[src/rtl/nnoc_seq_pkg.sv]
// nnoc_seq_pkg: shared tile geometry and sequencer state encoding.
package nnoc_seq_pkg;
    localparam int TILE_DIM      = 4;
    localparam int TILE_ELEMS    = TILE_DIM * TILE_DIM;
    localparam int STREAM_CYCLES = 2 * TILE_DIM - 1;
    typedef enum logic [2:0] {IDLE, LOAD, STREAM, DRAIN, DONE} seq_state_t;
endpackage

[src/rtl/shift_buffer_sequencer_if.sv]
// shift_buffer_sequencer_if: tile handshake, shift-buffer and array control bundle.
interface shift_buffer_sequencer_if #(parameter int WIDTH = 8);
    import nnoc_seq_pkg::*;
    logic                          in_valid, in_ready, abort, out_ready;
    logic                          sb_load, acc_clear, array_en, out_valid;
    logic [TILE_ELEMS*WIDTH-1:0]   in_activation, sb_activation;
    modport master (output in_valid, in_activation, abort, out_ready,
                    input  in_ready, sb_load, sb_activation, acc_clear, array_en, out_valid);
    modport slave  (input  in_valid, in_activation, abort, out_ready,
                    output in_ready, sb_load, sb_activation, acc_clear, array_en, out_valid);
endinterface

[src/rtl/seq_phase_counter.sv]
// seq_phase_counter: loadable down-counter flagging terminal count at zero.
module seq_phase_counter #(parameter int CW = 3) (
    input  logic          clk,
    input  logic          reset,
    input  logic          load,
    input  logic          en,
    input  logic [CW-1:0] load_val,
    output logic          tc
);
    logic [CW-1:0] count;
    always_ff @(posedge clk or negedge reset)
        if (!reset) count <= '0;
        else if (load) count <= load_val;
        else if (en && !tc) count <= count - 1'b1;
    assign tc = count == '0;
endmodule

[src/rtl/shift_buffer_sequencer.sv]
// shift_buffer_sequencer: sequences one 4x4 tile through the skewed shift buffer into the PE array.
// Optional SEQ_PERF_CNT_EN adds perf_tiles / perf_busy counters.
module shift_buffer_sequencer
    import nnoc_seq_pkg::*;
#(
    parameter int WIDTH        = 8,
    parameter int DRAIN_CYCLES = 4
) (
    input  logic clk,
    input  logic reset,
    shift_buffer_sequencer_if.slave bus
`ifdef SEQ_PERF_CNT_EN
    ,
    output logic [31:0] perf_tiles,
    output logic [31:0] perf_busy
`endif
);
    localparam int TW = TILE_ELEMS * WIDTH;
    localparam int CW = $clog2((STREAM_CYCLES > DRAIN_CYCLES ? STREAM_CYCLES : DRAIN_CYCLES) + 1);
    seq_state_t    state, next;
    logic          accept, tc, cnt_load;
    logic [CW-1:0] cnt_val;
    logic [TW-1:0] tile_q;
    assign accept = bus.in_valid && bus.in_ready;
    always_ff @(posedge clk or negedge reset)
        if (!reset) state <= IDLE;
        else state <= next;
    always_comb begin
        next = state;
        unique case (state)
            IDLE:    next = accept ? LOAD : IDLE;
            LOAD:    next = STREAM;
            STREAM:  next = tc ? DRAIN : STREAM;
            DRAIN:   next = tc ? DONE : DRAIN;
            DONE:    next = bus.out_ready ? IDLE : DONE;
            default: next = IDLE;
        endcase
        if (bus.abort) next = IDLE;
    end
    // in_ready is gated by reset so every output reads 0 while reset is held
    always_comb begin
        bus.in_ready  = reset && state == IDLE && !bus.abort;
        bus.sb_load   = state == LOAD;
        bus.acc_clear = state == LOAD;
        bus.array_en  = state == STREAM || state == DRAIN;
        bus.out_valid = state == DONE;
    end
    // window counter is reloaded on entry to STREAM and DRAIN
    assign cnt_load = state == LOAD || (state == STREAM && tc);
    assign cnt_val  = state == LOAD ? CW'(STREAM_CYCLES - 1) : CW'(DRAIN_CYCLES - 1);
    seq_phase_counter #(.CW(CW)) u_cnt (
        .clk      (clk),
        .reset    (reset),
        .load     (cnt_load),
        .en       (state == STREAM || state == DRAIN),
        .load_val (cnt_val),
        .tc       (tc)
    );
    always_ff @(posedge clk or negedge reset)
        if (!reset) tile_q <= '0;
        else if (accept) tile_q <= bus.in_activation;
    assign bus.sb_activation = tile_q;
`ifdef SEQ_PERF_CNT_EN
    always_ff @(posedge clk or negedge reset)
        if (!reset) begin
            perf_tiles <= '0;
            perf_busy  <= '0;
        end else begin
            perf_tiles <= perf_tiles + 32'(state == DONE && bus.out_ready && !bus.abort);
            perf_busy  <= perf_busy + 32'(state != IDLE);
        end
`endif
endmodule

[src/flat_wrapper.sv]
// flat-port wrapper written by rule: the top's interface ports become plain ports
module shift_buffer_sequencer_flat import nnoc_seq_pkg::*;
#(
    parameter int WIDTH        = 8,
    parameter int DRAIN_CYCLES = 4
)
  (clk, reset, bus_in_valid, bus_in_activation, bus_abort, bus_out_ready, bus_in_ready, bus_sb_load, bus_sb_activation, bus_acc_clear, bus_array_en, bus_out_valid);
  shift_buffer_sequencer_if #(.WIDTH(WIDTH)) bus_i ();
  input  logic clk;
  input  logic reset;
  input wire logic [$bits(bus_i.in_valid)-1:0] bus_in_valid;
  input wire logic [$bits(bus_i.in_activation)-1:0] bus_in_activation;
  input wire logic [$bits(bus_i.abort)-1:0] bus_abort;
  input wire logic [$bits(bus_i.out_ready)-1:0] bus_out_ready;
  output wire logic [$bits(bus_i.in_ready)-1:0] bus_in_ready;
  output wire logic [$bits(bus_i.sb_load)-1:0] bus_sb_load;
  output wire logic [$bits(bus_i.sb_activation)-1:0] bus_sb_activation;
  output wire logic [$bits(bus_i.acc_clear)-1:0] bus_acc_clear;
  output wire logic [$bits(bus_i.array_en)-1:0] bus_array_en;
  output wire logic [$bits(bus_i.out_valid)-1:0] bus_out_valid;
  assign bus_i.in_valid = bus_in_valid;
  assign bus_i.in_activation = bus_in_activation;
  assign bus_i.abort = bus_abort;
  assign bus_i.out_ready = bus_out_ready;
  assign bus_in_ready = bus_i.in_ready;
  assign bus_sb_load = bus_i.sb_load;
  assign bus_sb_activation = bus_i.sb_activation;
  assign bus_acc_clear = bus_i.acc_clear;
  assign bus_array_en = bus_i.array_en;
  assign bus_out_valid = bus_i.out_valid;
  shift_buffer_sequencer #(.WIDTH(WIDTH), .DRAIN_CYCLES(DRAIN_CYCLES)) u_core (.clk(clk), .reset(reset), .bus(bus_i));
endmodule
[config.mk]
export PLATFORM = sky130hd
export DESIGN_NAME = shift_buffer_sequencer_flat
export DESIGN_NICKNAME = d
export VERILOG_FILES = /design/src/rtl/nnoc_seq_pkg.sv /design/src/rtl/shift_buffer_sequencer_if.sv /design/src/rtl/seq_phase_counter.sv /design/src/rtl/shift_buffer_sequencer.sv /design/src/flat_wrapper.sv
export SDC_FILE = /design/constraint.sdc
export NUM_CORES = 1
export LEC_CHECK = 0
export CAP_MARGIN = 20
export CORE_MARGIN = 5
export CORE_UTILIZATION = 40
export DETAILED_ROUTE_END_ITERATION = 10
export PLACE_DENSITY = 0.85
export SLEW_MARGIN = 30
export SYNTH_ARGS = -nofsm -noshare
export SYNTH_HDL_FRONTEND = slang
export SYNTH_HIERARCHICAL = 1
export SYNTH_SLANG_ARGS = --single-unit
[constraint.sdc]
create_clock -name clk -period 2.46 [get_ports clk]
set_clock_uncertainty 0.2 [all_clocks]
set_input_delay 0.492 -clock clk [delete_from_list [all_inputs] [get_ports clk]]
set_output_delay 0.492 -clock clk [all_outputs]
set_load 0.02 [all_outputs]
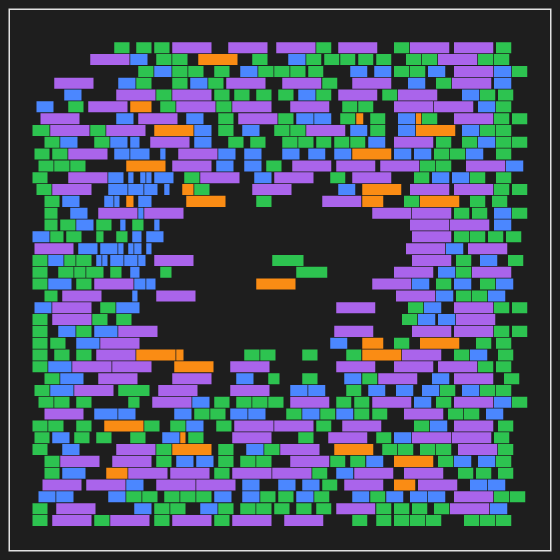
*Cell classes on the final placement*
legend:
  purple:
    class: sequential cells
    cells: 134
  blue:
    class: combinational and other logic
    cells: 165
  green:
    class: remaining buffers and delay cells
    cells: 278
  orange:
    class: clock drivers and dummy loads
    cells: 28

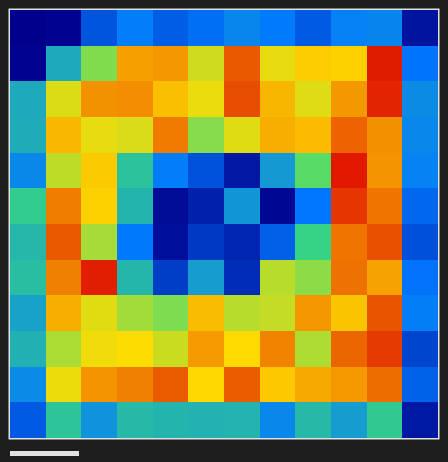
*Cell area per tile*
Scale bar: 20 um. The die is cut into 12 by 12 equal tiles; dark blue is low, red is high, 0 to 100% covered.
tiles over 75% full: 36%
mean over tiles: 54%
emptiest ninth of the die: center
fullest tile: 97%
nearly empty tiles: 2.8%

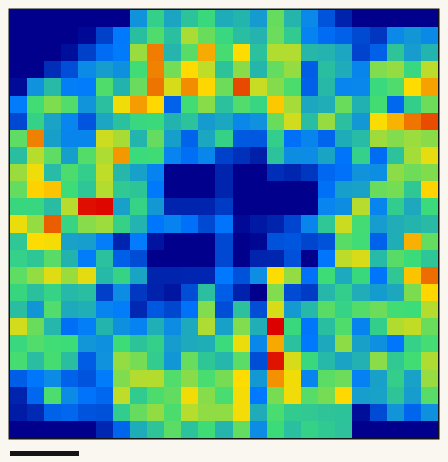
*Wiring heat map*
Scale bar: 20 um. The die is cut into 25 by 25 equal tiles; dark blue is low, red is high, scaled to the fullest tile. Values are wire area over tile area, all layers added.
tiles over half the peak: 32%
emptiest ninth of the die: center
mean over tiles: 0.15
fullest tile: 0.38
nearly empty tiles: 9.9%

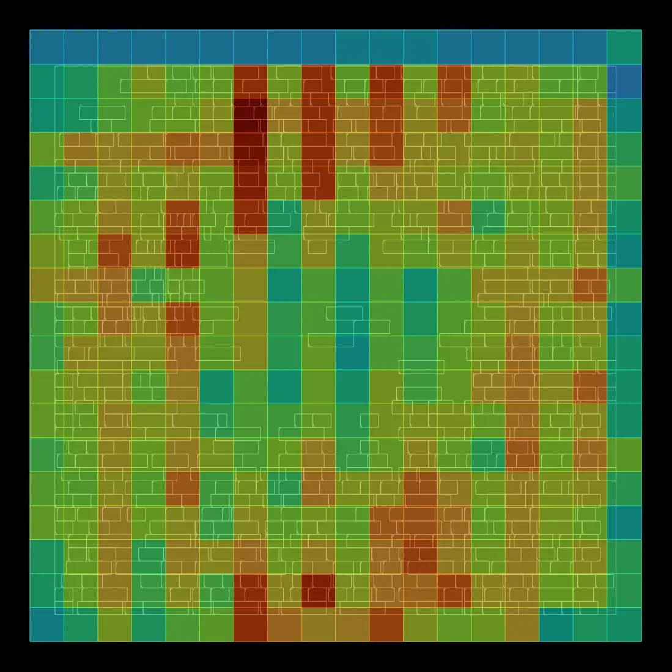
*Routing congestion*
DR WL/cell: 18.05 um
GRT met3 Usage: 0.07590
M1 GR Usage: 0.1921
GRT Total Usage: 0.1851

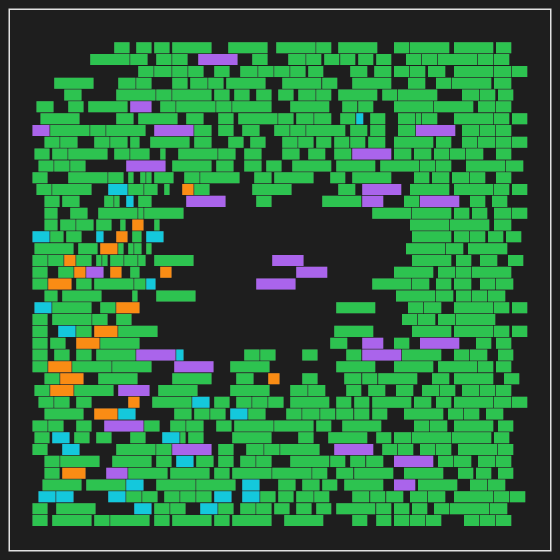
*Sizing map*
legend:
  orange:
    size: _3 and _4 cells
    cells: 19
    share: 3.1%
    most_used: mux2_4
  cyan:
    size: _2 cells
    cells: 26
    share: 4.3%
    most_used: mux2_2
  purple:
    size: _6 and larger
    cells: 27
    share: 4.5%
    most_used: clkbuf_16
  green:
    size: _0 and _1 cells
    cells: 533
    share: 88%
    most_used: clkdlybuf4s50_1

==> changes_impl.md <==
## Implementation

- Busiest layer in global routing: met2
- Wire length on met1: 5.182 mm
- Clk buf depth: 2
- Worst path depth: 3
- RSZ-0062 raised after global routing: false
- Area figure in the yosys stat output: between 5000 and 6000 sq um
- HPWL Detailed: roughly 11 mm
- Status: finished, violations left
- Pint: between 0.005 and 0.006 W
- Delay-heaviest family, CP: simple AND/OR/NAND/NOR gates
- R2r startpoint: u_core/u_cnt/count[0]$_DFFE_PN0P_
- Max reg flops: approximately 130
- Max-cap violations: 0
- Number of global-route vias before repair: 4079
- Pins Over Slew Limit: 0
- Crit-path cells: nor2_2, nor4bb_1, dlygate4sd2_1
- Final hold violations: 29
- Failing checks: negative hold slack
- Via/cell ratio: 4.647
- Total power: 0.008520 W
- Sw Pwr: between 0.002 and 0.003 W
- Post-CTS setup buffer count: 0
- Net count after synthesis: 450
- FILL cells: 952
- CLK BUF: 24
- Chip Area: 15450 sq um
- FF/Latch Area: 3353 sq um
- Post-route setup slack: slightly above 0.07 ns
- Top cells, area: dfrtp_1 (64%), mux2_1 (22%), mux2_2 (4.3%), mux2_4 (2.6%), buf_6 (2.4%)
- Top Layout Cells: clkdlybuf4s50_1 (259), dfrtp_1 (134), mux2_1 (100), mux2_2 (20), clkbuf_16 (17)
- Final period util: 0.9709
- Post-route ant nets: 0
- Area grow syn2layout: 64.70%
- Synthesized flop and latch total: ~130
- Post-synth top area cell: dfrtp_1
- Synth Seq Share: 0.6418
- Share of cells above drive strength 1: 0.1190
- Worst hold slack: -0.04124 ns
- OpenROAD warning count: 26
- Post-route cell area: about 8600 sq um
- Synth top area share: 0.6418
- Drt pass-1 iters: 4
- Seq. pwr: roughly 0.0032 W
- Site row count: 41
- Top power group: registers
- Fin util: 0.6764
Power and IR drop assume default switching activity.
